==> src/rtl/netwalk_dpl_pkg.sv <==
// Shared types, constants and metadata-beat layout helpers for the egress packer.
// Latency: none; this file holds only definitions.
// Backpressure: none; this file holds only definitions.
package netwalk_dpl_pkg;

   localparam logic [31:0] BEAT_MARKER_DEFAULT = 32'hcccccccc;

   // Field widths inside the metadata beat (sideband values are zero-extended)
   localparam int MARKER_W = 32;
   localparam int COUNT_W  = 32;
   localparam int TAG_W    = 8;
   localparam int ADDR_W   = 8;

   // Sideband part of a captured result, already widened to metadata field sizes
   typedef struct packed {
      logic              missed;
      logic [ADDR_W-1:0] addr;
      logic [TAG_W-1:0]  tag;
      logic [COUNT_W-1:0] count;
   } egr_result_t;

   // Header bits that do not fit in the payload beats travel in the metadata beat
   function automatic int hdr_upper_w(input int pkt_w, input int beats, input int beat_w);
      return pkt_w - beats * beat_w;
   endfunction

   function automatic int meta_hdr_lo();
      return MARKER_W;
   endfunction

   function automatic int meta_count_lo(input int hu);
      return MARKER_W + hu;
   endfunction

   function automatic int meta_tag_lo(input int hu);
      return meta_count_lo(hu) + COUNT_W;
   endfunction

   function automatic int meta_addr_lo(input int hu);
      return meta_tag_lo(hu) + TAG_W;
   endfunction

   function automatic int meta_miss_bit(input int hu);
      return meta_addr_lo(hu) + ADDR_W;
   endfunction

   // First bit above the last metadata field; must not reach the top marker
   function automatic int meta_end(input int hu);
      return meta_miss_bit(hu) + 1;
   endfunction

endpackage

==> src/rtl/netwalk_egr_result_fifo.sv <==
// Result queue: DEPTH entries of WIDTH bits, head visible combinationally.
// Latency: a pushed entry is visible at head (and counted in level) the next cycle.
// Backpressure: a push is refused only when full and no pop occurs in the same cycle.
module netwalk_egr_result_fifo #(
   parameter int WIDTH   = 8,
   parameter int DEPTH   = 4,
   parameter int LEVEL_W = 3
) (
   input  logic               clk,
   input  logic               reset,
   input  logic               push,
   input  logic               pop,
   input  logic [WIDTH-1:0]   din,
   output logic [WIDTH-1:0]   head,
   output logic               accepted,
   output logic [LEVEL_W-1:0] level
);

   localparam int PTR_W = $clog2(DEPTH);

   logic [WIDTH-1:0] mem [DEPTH];
   logic [PTR_W-1:0] wr_ptr;
   logic [PTR_W-1:0] rd_ptr;

   if ((DEPTH < 2) || ((DEPTH & (DEPTH - 1)) != 0)) begin : g_depth_err
      $error("netwalk_egr_result_fifo: DEPTH must be a power of two and at least 2");
   end

   // A full queue still takes a new entry when the head leaves in the same cycle
   assign accepted = push && ((level != LEVEL_W'(DEPTH)) || pop);
   assign head     = mem[rd_ptr];

   // Storage write; contents need no reset because level gates their use
   always_ff @(posedge clk) begin
      if (accepted) begin
         mem[wr_ptr] <= din;
      end
   end

   // Pointer and occupancy bookkeeping; pointers wrap naturally on power-of-two depth
   always_ff @(posedge clk) begin
      if (reset) begin
         wr_ptr <= '0;
         rd_ptr <= '0;
         level  <= '0;
      end else begin
         if (accepted) begin
            wr_ptr <= wr_ptr + PTR_W'(1);
         end
         if (pop) begin
            rd_ptr <= rd_ptr + PTR_W'(1);
         end
         if (accepted && !pop) begin
            level <= level + LEVEL_W'(1);
         end else if (!accepted && pop) begin
            level <= level - LEVEL_W'(1);
         end
      end
   end

endmodule

==> src/rtl/netwalk_dpl_egress_packer.sv <==
// Queues dataplane results and serialises each as one metadata beat plus PAYLOAD_BEATS header beats.
// Latency: first beat is written the cycle after capture; results stream back-to-back without stalls.
// Backpressure: egress full holds the current beat; queue overflow drops new results and counts them.
module netwalk_dpl_egress_packer
   import netwalk_dpl_pkg::*;
#(
   parameter int          DPL_PKT_BIT_WIDTH  = 608,
   parameter int          FIFO_DATA_WIDTH    = 512,
   parameter int          PAYLOAD_BEATS      = 1,
   parameter int          OF_FLOW_TAG_WIDTH  = 5,
   parameter int          TCAM_ADDR_WIDTH    = 6,
   parameter int          METER_COUNTER_SIZE = 32,
   parameter int          QUEUE_DEPTH        = 4,
   parameter logic [31:0] BEAT_MARKER        = BEAT_MARKER_DEFAULT
) (
   input  logic                                 dpl_clk,
   input  logic                                 dpl_reset,
   input  logic [DPL_PKT_BIT_WIDTH-1:0]         dpl_pkt_header_out_i,
   input  logic                                 dpl_pkt_header_out_enable_i,
   input  logic                                 dpl_of_table_missed_i,
   input  logic [TCAM_ADDR_WIDTH-1:0]           dpl_flow_addr_i,
   input  logic [OF_FLOW_TAG_WIDTH-1:0]         dpl_flow_tag_i,
   input  logic [METER_COUNTER_SIZE-1:0]        dpl_flow_count_i,
   output logic [FIFO_DATA_WIDTH-1:0]           egress_dpl_data_o,
   output logic                                 egress_dpl_wr_en_o,
   input  logic                                 egress_dpl_full_i,
   output logic [31:0]                          egr_pkt_count_o,
   output logic [31:0]                          egr_drop_count_o,
   output logic [$clog2(QUEUE_DEPTH+1)-1:0]     egr_queue_level_o,
   output logic                                 egr_busy_o
);

   localparam int W        = FIFO_DATA_WIDTH;
   localparam int HU       = hdr_upper_w(DPL_PKT_BIT_WIDTH, PAYLOAD_BEATS, W);
   localparam int HDR_LO   = meta_hdr_lo();
   localparam int CNT_LO   = meta_count_lo(HU);
   localparam int TAG_LO   = meta_tag_lo(HU);
   localparam int ADDR_LO  = meta_addr_lo(HU);
   localparam int MISS_BIT = meta_miss_bit(HU);
   localparam int META_END = meta_end(HU);
   localparam int IDX_W    = $clog2(PAYLOAD_BEATS + 1);
   localparam int LVL_W    = $clog2(QUEUE_DEPTH + 1);

   typedef struct packed {
      logic [DPL_PKT_BIT_WIDTH-1:0] hdr;
      egr_result_t                  res;
   } bundle_t;

   typedef enum logic [1:0] {
      IDLE,
      META,
      PAY
   } state_t;

   if (HU < 0) begin : g_hu_err
      $error("netwalk_dpl_egress_packer: header narrower than the payload beats");
   end
   if (META_END > W - MARKER_W) begin : g_meta_err
      $error("netwalk_dpl_egress_packer: metadata fields overlap the top marker");
   end
   if ((OF_FLOW_TAG_WIDTH > TAG_W) || (TCAM_ADDR_WIDTH > ADDR_W) ||
       (METER_COUNTER_SIZE > COUNT_W) || (PAYLOAD_BEATS < 1)) begin : g_field_err
      $error("netwalk_dpl_egress_packer: sideband field wider than its metadata slot");
   end

   bundle_t          in_bundle;
   bundle_t          head;
   logic             push_ok;
   logic             pop;
   logic             wr_en;
   logic             last_beat;
   logic             more;
   logic [LVL_W-1:0] level;
   state_t           state;
   logic [IDX_W-1:0] beat_idx;
   logic [W-1:0]     meta_beat;
   logic [W-1:0]     beat_data;
   logic [31:0]      pkt_count;
   logic [31:0]      drop_count;

   // Widen the sideband fields once at capture so the queue stores them ready to emit
   always_comb begin
      in_bundle            = '0;
      in_bundle.hdr        = dpl_pkt_header_out_i;
      in_bundle.res.missed = dpl_of_table_missed_i;
      in_bundle.res.addr   = ADDR_W'(dpl_flow_addr_i);
      in_bundle.res.tag    = TAG_W'(dpl_flow_tag_i);
      in_bundle.res.count  = COUNT_W'(dpl_flow_count_i);
   end

   netwalk_egr_result_fifo #(
      .WIDTH   ($bits(bundle_t)),
      .DEPTH   (QUEUE_DEPTH),
      .LEVEL_W (LVL_W)
   ) u_result_fifo (
      .clk      (dpl_clk),
      .reset    (dpl_reset),
      .push     (dpl_pkt_header_out_enable_i),
      .pop      (pop),
      .din      (in_bundle),
      .head     (head),
      .accepted (push_ok),
      .level    (level)
   );

   // A beat is written whenever one is pending and the FIFO has room; reset cuts it off at once
   assign wr_en     = (state != IDLE) && !egress_dpl_full_i && !dpl_reset;
   assign last_beat = (beat_idx == IDX_W'(PAYLOAD_BEATS));
   assign pop       = (state == PAY) && wr_en && last_beat;
   // Queue still holds a result after this cycle's pop (counting a same-cycle push)
   assign more      = (level > LVL_W'(1)) || push_ok;

   // Emission sequencer: metadata beat, then payload beats, chaining straight into the next result
   always_ff @(posedge dpl_clk) begin
      if (dpl_reset) begin
         state    <= IDLE;
         beat_idx <= '0;
      end else begin
         case (state)
            IDLE: begin
               if (push_ok) begin
                  state <= META;
               end
            end
            META: begin
               if (wr_en) begin
                  state    <= PAY;
                  beat_idx <= IDX_W'(1);
               end
            end
            PAY: begin
               if (wr_en) begin
                  if (last_beat) begin
                     beat_idx <= '0;
                     state    <= more ? META : IDLE;
                  end else begin
                     beat_idx <= beat_idx + IDX_W'(1);
                  end
               end
            end
            default: begin
               state    <= IDLE;
               beat_idx <= '0;
            end
         endcase
      end
   end

   // Metadata beat: markers at both ends, overflow header bits, then sideband fields
   always_comb begin
      meta_beat                      = '0;
      meta_beat[MARKER_W-1:0]        = BEAT_MARKER;
      meta_beat[W-1 -: MARKER_W]     = BEAT_MARKER;
      for (int i = 0; i < HU; i++) begin
         meta_beat[HDR_LO + i] = head.hdr[PAYLOAD_BEATS * W + i];
      end
      meta_beat[CNT_LO +: COUNT_W]   = head.res.count;
      meta_beat[TAG_LO +: TAG_W]     = head.res.tag;
      meta_beat[ADDR_LO +: ADDR_W]   = head.res.addr;
      meta_beat[MISS_BIT]            = head.res.missed;
   end

   // Select the current beat of the head result: index 0 is metadata, k>0 is header slice k-1
   always_comb begin
      beat_data = meta_beat;
      for (int k = 0; k < PAYLOAD_BEATS; k++) begin
         if (beat_idx == IDX_W'(k + 1)) begin
            beat_data = head.hdr[k * W +: W];
         end
      end
   end

   // Saturating result counters: completed emissions and refused captures
   always_ff @(posedge dpl_clk) begin
      if (dpl_reset) begin
         pkt_count  <= '0;
         drop_count <= '0;
      end else begin
         if (pop && (pkt_count != 32'hffffffff)) begin
            pkt_count <= pkt_count + 32'd1;
         end
         if (dpl_pkt_header_out_enable_i && !push_ok && (drop_count != 32'hffffffff)) begin
            drop_count <= drop_count + 32'd1;
         end
      end
   end

   assign egress_dpl_data_o  = beat_data;
   assign egress_dpl_wr_en_o = wr_en;
   assign egr_pkt_count_o    = pkt_count;
   assign egr_drop_count_o   = drop_count;
   assign egr_queue_level_o  = level;
   assign egr_busy_o         = (state != IDLE) || (level != '0);

endmodule

==> config.mk <==
export PLATFORM = sky130hd
export DESIGN_NAME = netwalk_dpl_egress_packer
export DESIGN_NICKNAME = d
export VERILOG_FILES = /design/src/rtl/netwalk_dpl_pkg.sv /design/src/rtl/netwalk_egr_result_fifo.sv /design/src/rtl/netwalk_dpl_egress_packer.sv
export SDC_FILE = /design/constraint.sdc
export NUM_CORES = 2
export LEC_CHECK = 0
export CAP_MARGIN = 40
export CELL_PAD_IN_SITES_DETAIL_PLACEMENT = 0
export CELL_PAD_IN_SITES_GLOBAL_PLACEMENT = 1
export CORE_ASPECT_RATIO = 0.7
export CORE_UTILIZATION = 46
export DETAILED_ROUTE_END_ITERATION = 12
export GPL_ROUTABILITY_DRIVEN = 0
export HOLD_SLACK_MARGIN = 0.1
export PLACE_DENSITY_LB_ADDON = 0.1
export SETUP_SLACK_MARGIN = 0.4
export SLEW_MARGIN = 20
export SYNTH_ARGS = -nofsm -noshare
export SYNTH_HDL_FRONTEND = slang
export SYNTH_HIERARCHICAL = 1
export SYNTH_SLANG_ARGS = --single-unit
==> constraint.sdc <==
create_clock -name dpl_clk -period 36.2 [get_ports dpl_clk]
set_input_delay 9.05 -clock dpl_clk [delete_from_list [all_inputs] [get_ports dpl_clk]]
set_output_delay 9.05 -clock dpl_clk [all_outputs]
set_load 0.05 [all_outputs]
Figure 1. The metal 1 layer.
Scale bar: 200 µm. Cells faint in the background.
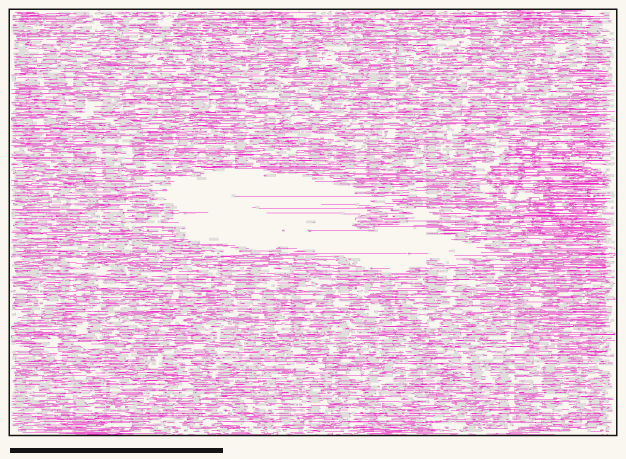
The layer holds 38% of the routed length. The longest straight run is 137 µm. 6,150 nets have wire on it. The layer carries 98.8 mm of wire. The wires run mostly horizontal.
Via Count: 49.82k
WL final: 258,100 µm

Figure 2. Signal wires on met2.
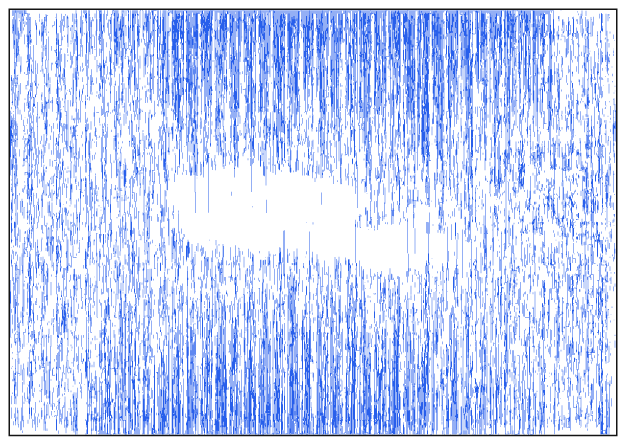
The layer holds 51% of the routed length. 5,948 nets have wire on it. The longest straight run is 154 µm.
M2 GR Usage: 37.52%

==> reports/qor.yml <==
status:
  status: "completed"
timing:
  period_used_pct: 54.87
  hold_slack_ns: 0.5022
  slew_headroom_pct: 23.11
  grt_setup_unrepaired: "no"
  final.min_clock_period_ns: 19.86
  setup_tns_ns: 0
  finClkSkew_ns: 0.05315
  tightest_slew_ns: 1.153
  setup_viol_count_final: 0
die:
  num_io_pins: 1237
  core-area_um2: 223300
  die_y_um: 398.8
  fp_util_pct: 46.34
  chipArea_um2: 226900
setup_path:
  critPathRequiredTime_ns: 27.15
  cp.arrival_ns: 10.81
  start_kind: "input pin"
yosys:
  ys_area_um2: 103500
  flop_cell: "edfxtp_1"
  synth_area_um2: 103500
  synth_cells: 4463
  synth_cell_types: 58
run:
  drv_cap: 0
  warnings: 56
power:
  p_total_mw: 7.398
  ir_drop_uv: 48.53
  powerDensity_nw_per_um2: 57.57
clock_network:
  clk_pin_slew_worst_paths_ns: 0.05
  postCtsHoldBufs: 0
  numCtsBuffers: 273
  cts_tree: "yes"
final_layout:
  postLayoutCoreUtil_pct: 57.54
  drive_gt1_share_pct: 19.40
placed_design:
  dp.final_hpwl_um: 168600
  portBuffers: 1236
worst_hold_path:
  hp-class: "register to register"
detailed_routing:
  wl_per_cell_um: 28.23
  dr.pass1.iters: 5
grt:
  grt_pass1_vias: 50390
  grt_pass1_wl_um: 364300
  antenna_found_initial: 141
  grt.overflow.total: 0
## synth_stat cells, types with 2 or more instances
library cell	instances	area, µm²
a21oi_1	47	235.2
and2_1	339	2121
and3_1	7	43.79
and4_1	11	96.34
buf_1	2	7.510
buf_2	69	345.3
buf_4	2	15.01
buf_6	66	743.2
buf_8	7	105.1
clkbuf_1	75	281.5
dfxtp_1	76	1521
edfxtp_1	2628	78920
ha_1	11	137.6
inv_1	17	63.81
mux2_2	148	1667
mux2i_1	5	50.05
mux4_1	133	3495
mux4_2	524	11800
nand2_1	23	86.33
nand2b_1	37	231.5
nand3_1	22	110.1
nand4_1	16	100.1
nand4_2	2	25.02
nor2_1	36	135.1
nor2b_1	4	25.02
nor3_1	8	40.04
nor4_1	4	25.02
o2111ai_1	5	43.79
o211ai_1	3	22.52
o21ai_0	41	205.2
o21ba_2	3	30.03
o311ai_2	2	32.53
o31ai_1	3	22.52
o31ai_4	2	42.54
or3_1	42	262.8
or4_1	5	37.54
xnor2_1	6	52.55
xor2_1	12	105.1
## through the flow
step | cells | instance area [µm²]
detailed placement | 8618 | 119700
global route | 9129 | 128500
finish | 9143 | 128500
global placement | 8585 | 118900
CTS | 9095 | 128100
floorplan | 4482 | 103600
## worst max-delay path, stage by stage
cell and delay, ns:
clkdlybuf4s50_1 0.40, or3_4 0.42, inv_1 0.13, clkdlybuf4s50_1 0.82
## worst paths after layout
kind / start / end / depth (start not counted)
worst max register to register: state[0] / u_result_fifo/mem[0][564] / 11
worst min-delay path: egr_drop_count_o[30] / egr_drop_count_o[30] / 2
worst min register to register: egr_drop_count_o[30] / egr_drop_count_o[30] / 2
worst max-delay path: egress_dpl_full_i / egress_dpl_wr_en_o / 4
## report_power, final
group / switching [mW] / total, mW / internal (mW)
combinational: 0.615 / 0.968 / 0.353
clock: 1.16 / 2.70 / 1.54
sequential: 0.0458 / 3.73 / 3.68
## area by class of cell
cell class,count,area (µm²)
tap,3013,3770
fill,16420,94820
timing repair buffer,1355,14130
multi-input combinational,1540,21570
sequential,2704,80450
clock inverter,148,1265
inverter,17,63.81
antenna,37,92.59
clock buffer,329,7168
## cells by family after synthesis
kind of cell	synth area share (%)
buffers and inverters	1.509
AOI/OAI and AO/OA	0.6879
DFF	77.73
and+or+nand+nor	3.330
other	0.003624
xor gates and xnor gates	0.1523
muxes	16.44
adders and majority gates	0.1523
## state kept, by name, summed over array words and instances (netlist names), named ones only
signal                cells
state                     2
beat_idx                  1
egr_drop_count_o         32
u_result_fifo/level       3
egr_pkt_count_o          32
u_result_fifo/rd_ptr      2
u_result_fifo/wr_ptr      2
u_result_fifo/mem      2628
## layer usage
layer | routed length (µm) | vias to the layer above | global-route usage (%)
li1 | - | 21650 | -
met1 | 98780 | 26020 | 27.45
met2 | 130500 | 1475 | 37.52
met3 | 19380 | 572 | 6.882
met4 | 8839 | 96 | 7.830
met5 | 606 | - | 0
No activity file was given, so power comes from the tool's default toggle rates.
